==> images/placed.png <==
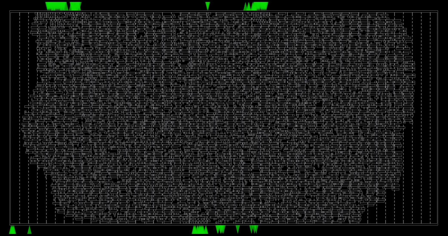
==> images/m3.png <==
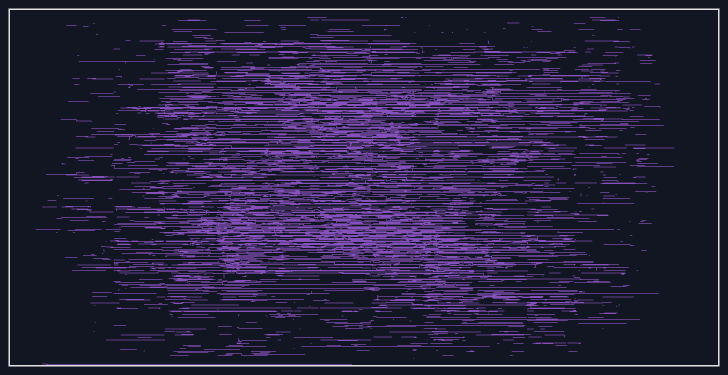
==> images/route_heat.png <==
The die is cut into 33 by 17 equal tiles; black is low, pale yellow is high, scaled to the fullest tile. Values are wire area over tile area, all layers added.
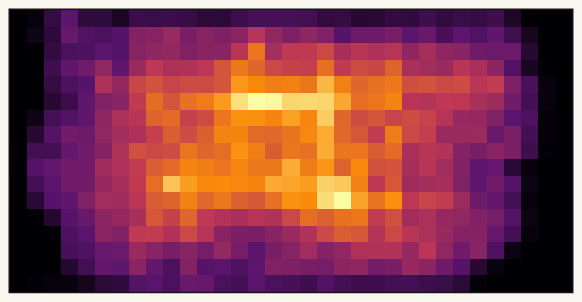
==> images/port_trees.png <==
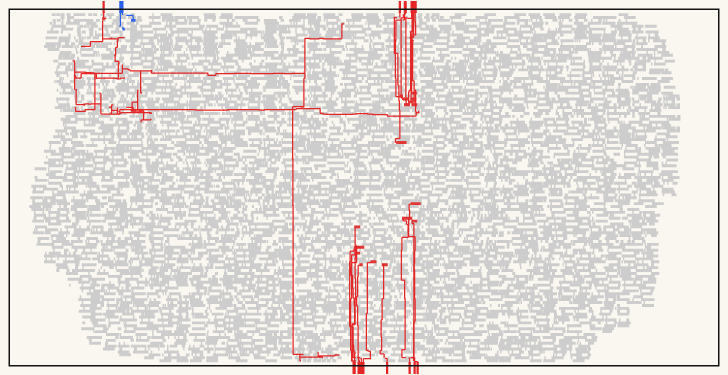
==> images/ff_map.png <==
Other sequential cells in the stronger grey, the rest of the logic in the fainter grey.
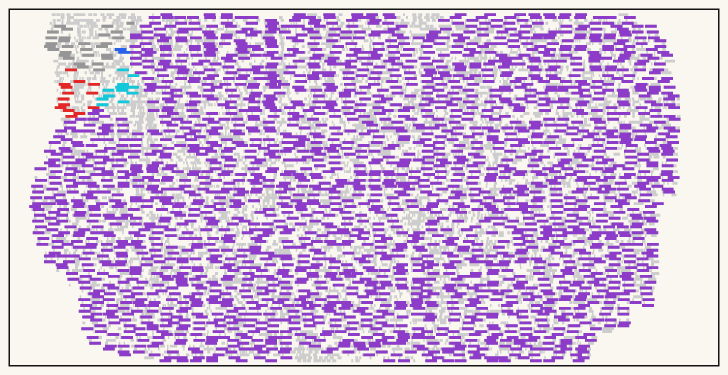
Design line_buffer_rr, sky130hd; sources not shown.
==> COMMIT_EDITMSG <==
Record implementation results from latest flow run

- In the power breakdown, the internal column shows 21.0 mW.
* Placeable Area: between 200,000 and 250,000 um^2
- Flip-flop count of the largest register after layout: 2,304
- No sink is reached through more buffers than the 4 on the longest clock path.
* Cell class with the largest area share: flip-flops and latches
- Leaving out fill and tap cells, the most frequent cell in the layout is sky130_fd_sc_hd__nor2_1.
- Per the CTS log, the root buffer master is sky130_fd_sc_hd__clkbuf_16.
* Main logic family: AND-OR/OR-AND gates
- In this run the tools logged warnings totalling 33.
- According to the dpl log, the detail-placed design has an HPWL of around 290,000 um.
- Per the synthesis report, the adder-cell share of the synthesized area is 0.00204.
- Final Hold Vio Count: 0
- In this run the cell area measured after placement is between 100,000 and 150,000 um^2.
* Post-CTS clock slew at the launch and capture registers of the worst setup and hold paths: 0.06 ns
- Proportion of final cell area spent on non-clock buffers: 0.0507
* Kind of end point of the critical path: output port
- Maximum VDD drop: between 0.15 and 0.2 mV
- Final critical-path required period: 7.86 ns
- The arrival time of data at the worst endpoint is listed as roughly 6.2 ns.
* Total negative slack: -0.290 ns
- In the routed layout, each cell is associated on average with a via count of roughly 6.6.
- Clock group total power: around 11 mW
- Of the post-synthesis cell area, the dominant cell type holds 0.723.
* Tcrit/Tclk final: 1.03
- Most used cells in the layout excluding fill and tap cells: 2,373 x sky130_fd_sc_hd__nor2_1, 2,360 x sky130_fd_sc_hd__edfxtp_1, 554 x sky130_fd_sc_hd__a22oi_1, 379 x sky130_fd_sc_hd__clkbuf_1, 288 x sky130_fd_sc_hd__a22o_1
- GR Layer Usage met1: 0.494
- For this floorplan the total number of well-tap instances is between 2,000 and 3,000.
- Per Yosys stat, the portion of area used by sequential elements is 0.723.
- Nets: ~8,000
* Final ANT Viol Nets: 0
* Final Instance Area: between 100,000 and 150,000 um^2
- Counting every net in the synthesized netlist gives 7,600.
- Mux area share: 0.00493
- Sorting the synthesis cell report by count puts at the top sky130_fd_sc_hd__nor2_1.
- The largest total area in the synthesized netlist belongs to sky130_fd_sc_hd__edfxtp_1.
* Non-clock buffer count in the final layout: between 900 and 1,000
- After global routing, the most crowded layer is met1.
* Actual slew at the worst max-slew pin: roughly 1.4 ns
- Per the synthesis report, the XOR/XNOR share of the synthesized area is 0.00143.
- Logic depth along the worst register-to-register path is recorded as 21.
- The routed layout reports a DRC error count of 0.
- The critical path's slowest stage uses the library cell sky130_fd_sc_hd__o41ai_2.
* CTS H-tree depth: 4
- The warning tally printed by Yosys for this design is 0.
* Portion of total power attributed to the clock network: 0.374
- In the detailed route, the total length drawn on met3 is roughly 67,000 um.
- Clk Latency, worst-skew pair: around 0.89 ns
- Registers, synthesis: 2,361
- Crit path max fanout: 10
- In this run the full chip footprint comes out at around 220,000 um^2.
- Per the final report, the share of cell area in clock cells is 0.0562.
- The cell-mix breakdown from Yosys lists the compound-gate area share as 0.125.
- Per the Yosys statistics, synthesis produced roughly 7,500 cells.
* Delay-heaviest family, CP: buffers and inverters
- Max-capacitance violation count: 0
- Per the slew report, the remaining headroom to the max-slew limit stands at 0.0541.
* Top post-synthesis cells by area: sky130_fd_sc_hd__edfxtp_1 72%, sky130_fd_sc_hd__nor2_1 9.1%, sky130_fd_sc_hd__a22oi_1 4.4%
- First-pass iteration count of the detailed router: 7
- M2 GR Usage: 0.476
- Total buffers and inverters traversed by the critical path: 6
- In the synthesized netlist, the number of instances is between 7,000 and 8,000.
* Worst Hold Slack: roughly 0.4 ns
- Comb group: between 2 and 3 mW
- Simple-gate share of the synthesized area: 0.113
- The share of total power dissipated in sequential elements is 0.523.
- Cell Count Post-Placement: roughly 11,000
* Number of different library cells in the post-synthesis netlist: 59
- The final timing report lists a max-slew violation count of 0.
- Detailed routing placed a total of around 160,000 um of wire on met2.
- WP depth: 14
- Die boundary width: around 660 um
- Per STA, the library cell used most along the worst path is sky130_fd_sc_hd__buf_6.
- Hold analysis shows the worst path with a depth of 2.
* Critical-path cell list: clkdlybuf4s50_1 -> buf_6 -> or4_4 -> nand2_2 -> o21ai_4 -> clkinv_4 -> nor3b_1 -> a31oi_4 -> clkbuf_4 -> buf_2 -> a31oi_1 -> o41ai_2 -> o2111ai_4 -> buf_6
* List of most frequent post-synthesis cells: 2,375 x sky130_fd_sc_hd__nor2_1, 2,360 x sky130_fd_sc_hd__edfxtp_1, 576 x sky130_fd_sc_hd__a22oi_1, 521 x sky130_fd_sc_hd__clkbuf_1, 289 x sky130_fd_sc_hd__a31oi_1
- Timing would allow up to between 0.1 and 0.15 GHz.
- Among all flip-flop cells after synthesis, the most frequent one is sky130_fd_sc_hd__edfxtp_1.
* Remaining Overflow, GRT: 0
- The average instance in the mapped netlist occupies between 10 and 15 um^2.
* Final weighted congestion of routability-driven global placement: 1.02
- Logic Gate Count: between 4,000 and 5,000
- Setup ws final: -0.259 ns
- Per the final layout report, the fraction of cells sized above drive strength 1 comes to 0.145.
* Initial antenna violation count: approximately 45
* Post-synthesis async set-or-reset flop share: 0
- Failing checks: setup timing
- The violation tally recorded at the end of detailed-routing iteration 0 is between 10,000 and 15,000.
- For this run, the chip area from Yosys synthesis comes to approximately 98,000 um^2.
* Combinational gate area: between 20,000 and 30,000 um^2
- Final setup vio count: 2
- The design draws approximately 28 mW.
- Per the post-place timing report, worst setup slack is -2.24 ns.
- Total CTS buffers: roughly 220
- Worst min-delay path class: reg -> reg
* Net Switching: about 7.5 mW
* Critical Path Source Type: input port
- Excluding fillers, the count of instances in the completed layout stands at 11,000.
* Power density cells: around 250 nW/um^2
- According to the floorplan report, the die height is 332 um.
- The data required time reported for the critical path is roughly 6 ns.
- Post-synth design cell area: 98,000 um^2
- Compared with the post-synthesis result, the final layout area differs by 16.5%.
- Non-clock inverters: 22
- The repair_antennas step left the layout with diodes totalling 35.
- Switching share of power: 0.262
* Filler cell count in the final layout: between 15,000 and 20,000
- Setup repair after global routing left no endpoint under its margin.
- The clock buffers instantiated in the layout total 262.
- Top contributor to total power: registers
- Flip-flops with a built-in enable: 2,360
- In the floorplan report the effective utilization is 0.455.
* Maximum number of pins on one net before global-route repair: 19
- The first global-routing pass estimated roughly 530,000 um of wire.
- Combinational fraction of the cell area: 0.240
- The critical path is of the in -> out type.
- According to the CTS report, the clock sink count is about 2,400.
- In this design, the stage delay of the slowest critical-path cell is around 0.88 ns.
- Clock tree from TritonCTS: done
* Length of routed wiring on met1: between 150,000 and 200,000 um
- Signal nets in the final route climb as high as met5.
* Vias in the first global route: 65,300
* Pleak: a little under 40 nW
- The flow ran to the end, but the final reports show violations.
- The share of total power dissipated in combinational logic is 0.102.
- Slack of the worst reg-to-reg path: 1.11 ns
-- placed.png (at the start) --
count of flip-flops and latches: 2,361
number of rows created at floorplan: 120

-- m3.png (at the start) --
- wire length on this layer: 67.0 mm
- longest straight run: 371 um
- nets with wire on the layer: 1,408
- main direction: horizontal
drt total wl: 400,000 um
met3 Track Usage GR: 0.156
vias: 72,100

-- route_heat.png (at the start) --
- tiles over half the peak: 30%
- mean over tiles: 0.33
- nearly empty tiles: 13%
- densest ninth of the die: centre
routed length per instance: 36.4 um
global-route usage over all layers: 0.354

-- port_trees.png (at the start) --
- write_port_out_pel_din: red (bits 19; direction output; end cells 19; buffers 25; wire 3,520 um)
- read_port_real_size_empty: blue (bits 2; direction input; end cells 2; buffers 2; wire 33.2 um)
top-level I/O count: 107
IO Port Bufs: 100

-- ff_map.png (at the start) --
- mem: purple (placed flops 2,304; where all over the die)
- cnt_h: cyan (placed flops 12; where upper left)
- cnt_v: red (placed flops 14; where upper left)
- state: blue (placed flops 2)
- not coloured: 29
Util after Layout: 0.531
FF/Latch Area: 70,900 um^2
power in sequential cells: 14.9 mW
fraction of area in registers: 0.620

Power is estimated from default activity; no workload was simulated.
